$ cat src/rtl/tpu_pkg.sv
// Shared TPU definitions: operand width, operand store address map, feed length
// and the control-unit state encoding that this datapath is driven by.
package tpu_pkg;

  localparam int DATA_W          = 8;
  localparam int NUM_ADDR        = 8;
  localparam int FEED_LAST_CYCLE = 5;

  localparam logic [2:0] ADDR_A00 = 3'd0;
  localparam logic [2:0] ADDR_A01 = 3'd1;
  localparam logic [2:0] ADDR_A10 = 3'd2;
  localparam logic [2:0] ADDR_A11 = 3'd3;
  localparam logic [2:0] ADDR_B00 = 3'd4;
  localparam logic [2:0] ADDR_B01 = 3'd5;
  localparam logic [2:0] ADDR_B10 = 3'd6;
  localparam logic [2:0] ADDR_B11 = 3'd7;

  typedef enum logic [1:0] {
    CU_IDLE      = 2'd0,
    CU_LOAD_MATS = 2'd1,
    CU_FEED      = 2'd2
  } cu_state_e;

endpackage

$ cat src/rtl/operand_store.sv
// Eight-entry operand register file with per-address written flags and a sticky
// flag for writes that collide with an active feed phase.
module operand_store #(
  parameter int DATA_W = tpu_pkg::DATA_W
) (
  input  logic                                     clk,
  input  logic                                     rst_n,
  input  logic                                     i_load_en,
  input  logic [2:0]                               i_load_addr,
  input  logic [DATA_W-1:0]                        i_data,
  input  logic                                     i_feed_en,
  input  logic                                     i_mask_clr,
  output logic [tpu_pkg::NUM_ADDR-1:0][DATA_W-1:0] o_mem,
  output logic [tpu_pkg::NUM_ADDR-1:0]             o_mask,
  output logic                                     o_err_overlap
);
  import tpu_pkg::*;

  logic [NUM_ADDR-1:0][DATA_W-1:0] r_mem;
  logic [NUM_ADDR-1:0]             r_mask;
  logic                            r_err;

  // Feed owns the store: a concurrent write is dropped and only flagged.
  always_ff @(posedge clk or negedge rst_n) begin
    if (!rst_n) begin
      r_mem  <= '0;
      r_mask <= '0;
      r_err  <= 1'b0;
    end else if (i_feed_en) begin
      if (i_load_en)  r_err  <= 1'b1;
      if (i_mask_clr) r_mask <= '0;
    end else if (i_load_en) begin
      r_mem[i_load_addr]  <= i_data;
      r_mask[i_load_addr] <= 1'b1;
    end
  end

  assign o_mem         = r_mem;
  assign o_mask        = r_mask;
  assign o_err_overlap = r_err;

endmodule

$ cat src/rtl/operand_skew_feeder.sv
// Operand store plus the diagonal skew schedule that feeds A rows and B columns
// into the 2x2 systolic MMU edges, one registered cycle after feed_cycle.
module operand_skew_feeder #(
  parameter int DATA_W     = tpu_pkg::DATA_W,
  parameter int LAST_CYCLE = tpu_pkg::FEED_LAST_CYCLE
) (
  input  logic              clk,
  input  logic              rst_n,
  input  logic              load_en,
  input  logic [2:0]        load_addr,
  input  logic [DATA_W-1:0] data_in,
  input  logic              feed_en,
  input  logic [2:0]        feed_cycle,
  output logic [DATA_W-1:0] a_in0,
  output logic [DATA_W-1:0] a_in1,
  output logic [DATA_W-1:0] b_in0,
  output logic [DATA_W-1:0] b_in1,
  output logic              feed_valid,
  output logic [7:0]        written_mask,
  output logic              store_full,
  output logic              err_overlap
);
  import tpu_pkg::*;

  logic [NUM_ADDR-1:0][DATA_W-1:0] w_mem;
  logic                            w_mask_clr;
  logic [DATA_W-1:0]               r_a0, r_a1, r_b0, r_b1;
  logic                            r_valid;

  assign w_mask_clr = feed_en && (feed_cycle == 3'(LAST_CYCLE));

  operand_store #(.DATA_W(DATA_W)) u_store (
    .clk           (clk),
    .rst_n         (rst_n),
    .i_load_en     (load_en),
    .i_load_addr   (load_addr),
    .i_data        (data_in),
    .i_feed_en     (feed_en),
    .i_mask_clr    (w_mask_clr),
    .o_mem         (w_mem),
    .o_mask        (written_mask),
    .o_err_overlap (err_overlap)
  );

  // Zeros are driven outside the three schedule cycles so the array flushes.
  always_ff @(posedge clk or negedge rst_n) begin
    if (!rst_n) begin
      r_a0    <= '0;
      r_a1    <= '0;
      r_b0    <= '0;
      r_b1    <= '0;
      r_valid <= 1'b0;
    end else begin
      r_a0    <= '0;
      r_a1    <= '0;
      r_b0    <= '0;
      r_b1    <= '0;
      r_valid <= 1'b0;
      if (feed_en) begin
        case (feed_cycle)
          3'd0: begin
            r_a0    <= w_mem[ADDR_A00];
            r_b0    <= w_mem[ADDR_B00];
            r_valid <= 1'b1;
          end
          3'd1: begin
            r_a0    <= w_mem[ADDR_A01];
            r_a1    <= w_mem[ADDR_A10];
            r_b0    <= w_mem[ADDR_B10];
            r_b1    <= w_mem[ADDR_B01];
            r_valid <= 1'b1;
          end
          3'd2: begin
            r_a1    <= w_mem[ADDR_A11];
            r_b1    <= w_mem[ADDR_B11];
            r_valid <= 1'b1;
          end
          default: ;
        endcase
      end
    end
  end

  assign a_in0      = r_a0;
  assign a_in1      = r_a1;
  assign b_in0      = r_b0;
  assign b_in1      = r_b1;
  assign feed_valid = r_valid;
  assign store_full = &written_mask;

endmodule

$ cat config.mk
export PLATFORM = sky130hd
export DESIGN_NAME = operand_skew_feeder
export DESIGN_NICKNAME = d
export VERILOG_FILES = /design/src/rtl/tpu_pkg.sv /design/src/rtl/operand_store.sv /design/src/rtl/operand_skew_feeder.sv
export SDC_FILE = /design/constraint.sdc
export NUM_CORES = 1
export LEC_CHECK = 0
export CAP_MARGIN = 5
export CORE_ASPECT_RATIO = 1.1
export CORE_MARGIN = 2
export CORE_UTILIZATION = 58
export DETAILED_ROUTE_END_ITERATION = 7
export PLACE_DENSITY_LB_ADDON = 0.2
export SLEW_MARGIN = 20
export SYNTH_ARGS = -nofsm -noshare
export SYNTH_HDL_FRONTEND = slang
export SYNTH_HIERARCHICAL = 1
export SYNTH_SLANG_ARGS = --single-unit
$ cat constraint.sdc
create_clock -name clk -period 2 [get_ports clk]
set_input_delay 0.6 -clock clk [delete_from_list [all_inputs] [get_ports clk]]
set_output_delay 0.6 -clock clk [all_outputs]
set_load 0.01 [all_outputs]
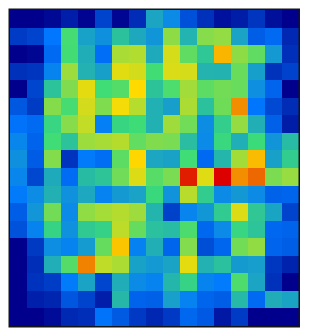
Figure 1: signal metal coverage by tile.
The die is cut into 17 by 18 equal tiles; dark blue is low, red is high, scaled to the fullest tile. Values are wire area over tile area, all layers added.
mean over tiles = 0.16
fullest tile = 0.45
emptiest ninth of the die = lower left
wirelength, routed: 7.92 mm
overall track demand over capacity in global routing: 22.1%
total vias in the final route: 2443

==> results.json <==
{
  "fp_util_pct": 59.2,
  "tritoncts_clock_tree": "done",
  "crit_path_cell_chain": "clkdlybuf4s50_1 -> nor3b_4 -> and3_1 -> buf_4 -> mux2_2",
  "layout_overhead_on_the_synthesized_area_pct": 24.6,
  "powerDensity_nw_per_um2": 908,
  "grt-ovfl-total": 0,
  "worstSetupPathType": "input pin to flip-flop",
  "synth_warnings": 6,
  "reg2regPathDepth": 1,
  "htree_num_levels": 3,
  "grt_use_met2_pct": 35.2,
  "cp_data_arrival_time_ps": 2210,
  "worstSetupStartpoint": "feed_en",
  "report.power.total_mw": 4.66,
  "first_pass_grt_wire_length_mm": 13.0,
  "syn_inst": 265,
  "maxSlewViolCount": 0,
  "clkTransAtPathRegs_ps": 100,
  "use_met3_pct": 5.79,
  "setup_violations": 0,
  "cells_after_dpl": 418,
  "synth-edff-count": 0,
  "drive_gt1_share_pct": 32.0,
  "route.detailed.wl_per_inst_um": 18.2,
  "via_density_per_instance": 5.62,
  "clock_buffers": 13,
  "timing.rr.start": "u_store/o_mem[53]$_DFFE_PN0P_",
  "critical-path-top-delay-family": "buffers and inverters",
  "synth.net_count": 283,
  "drc": 0,
  "simple_gate_area_share_pct": 7.31,
  "design.die.area_um2": 7800,
  "dp_hpwl_mm": 5.33,
  "number_of_antenna_violations_at_the_first_check_in_global_routing": 0,
  "finalCritPeriodShare_pct": 98.6,
  "post_dp_cell_area_um2": 4950,
  "yosysCellCount": 265,
  "max_slew_margin_pct": 73.9,
  "total_leakage_power_nw": 2.38,
  "final_nets": 363,
  "post_cts_resized": 1,
  "cp-endpoint": "u_store/o_mem[26]$_DFFE_PN0P_",
  "clock_cell_area_share_pct": 3.36,
  "rows": 32,
  "critical_path.endpoint_type": "flip-flop",
  "yosys.cell_types.count": 29,
  "reg2reg_slack_ps": 1210,
  "synth.ff_latch_count": 106,
  "cell_count_final_fillers_out": 435,
  "largest_class": "registers",
  "hold_viol": 0,
  "ff_latch_area_um2": 2650,
  "post-route-util_pct": 73.7,
  "post_cts_buffers": 1,
  "status": "finished, final reports clean",
  "first_global_vias": 2536,
  "antenna-diode-count": 0,
  "pre_cts_slack_ps": -329,
  "post-synth-top-area-fraction_pct": 64.3,
  "numPortBuffers": 60,
  "num_tap_cells": 85,
  "cp.buffers_inverters": 2,
  "gp_routability_congestion": 0.771,
  "avg_inst_size_synth_um2": 15.6,
  "hold_slack_ps": 142,
  "rsz0062_at_grt": "no",
  "combGateArea_um2": 1370,
  "max_stage_delay_ps": 550,
  "num_ports": 61,
  "tritoncts_num_sinks": 106,
  "yosys.area_share.xor_xnor_pct": 0,
  "ys.flop_type": "dfrtp_1",
  "yosys.area_share.adder_pct": 0,
  "max_cap_violations": 0,
  "cp_data_required_time_ps": 2240,
  "timing.critical_path.from_type": "input pin",
  "comb-cell-share_pct": 26.7,
  "ys_sh_mux_pct": 21.4
}
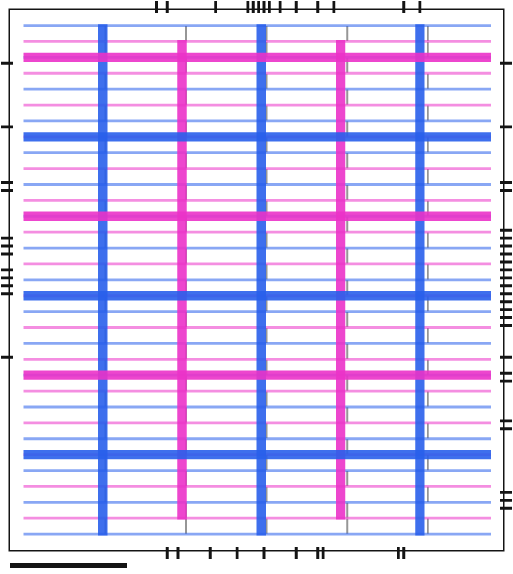
Figure 2: supply network.
The bar under the picture is 20 µm long. Pins as bars on the die edge. Tap cells in gray.
VDD -> magenta
VSS -> blue
signal pins = 61
rows = 32
die height: 92.4 µm
IR Drop Worst-Case VDD: 0.000547 V
die extent in x: 84.4 µm
core footprint: 6970 µm²

cells by family (layout without fill, tap and decap cells):
| kind of cell | count (synthesis) | count (layout) |
|---|---|---|
| mux | 80 | 80 |
| compound gates | 22 | 22 |
| buf+inv | 12 | 97 |
| simple gates | 45 | 45 |
| flops | 106 | 106 |
report_power, final:
part	total, mW	internal, mW	switching, mW	leakage, nW
clock	1.18	0.494	0.686	0.0803
combinational	0.776	0.473	0.303	0.957
sequential	2.71	2.51	0.197	1.34
total	4.66	3.48	1.19	2.38
synth_stat cells, types with 2 or more instances:
master	count
buf_2	4
nor2_2	2
nand2_1	10
a21o_1	3
nand3b_2	2
nand4_1	2
mux2i_1	16
mux2_2	64
dfrtp_1	106
buf_6	5
a22o_1	16
nor2_1	16
nor3b_4	3
Power is estimated from default activity; no workload was simulated.
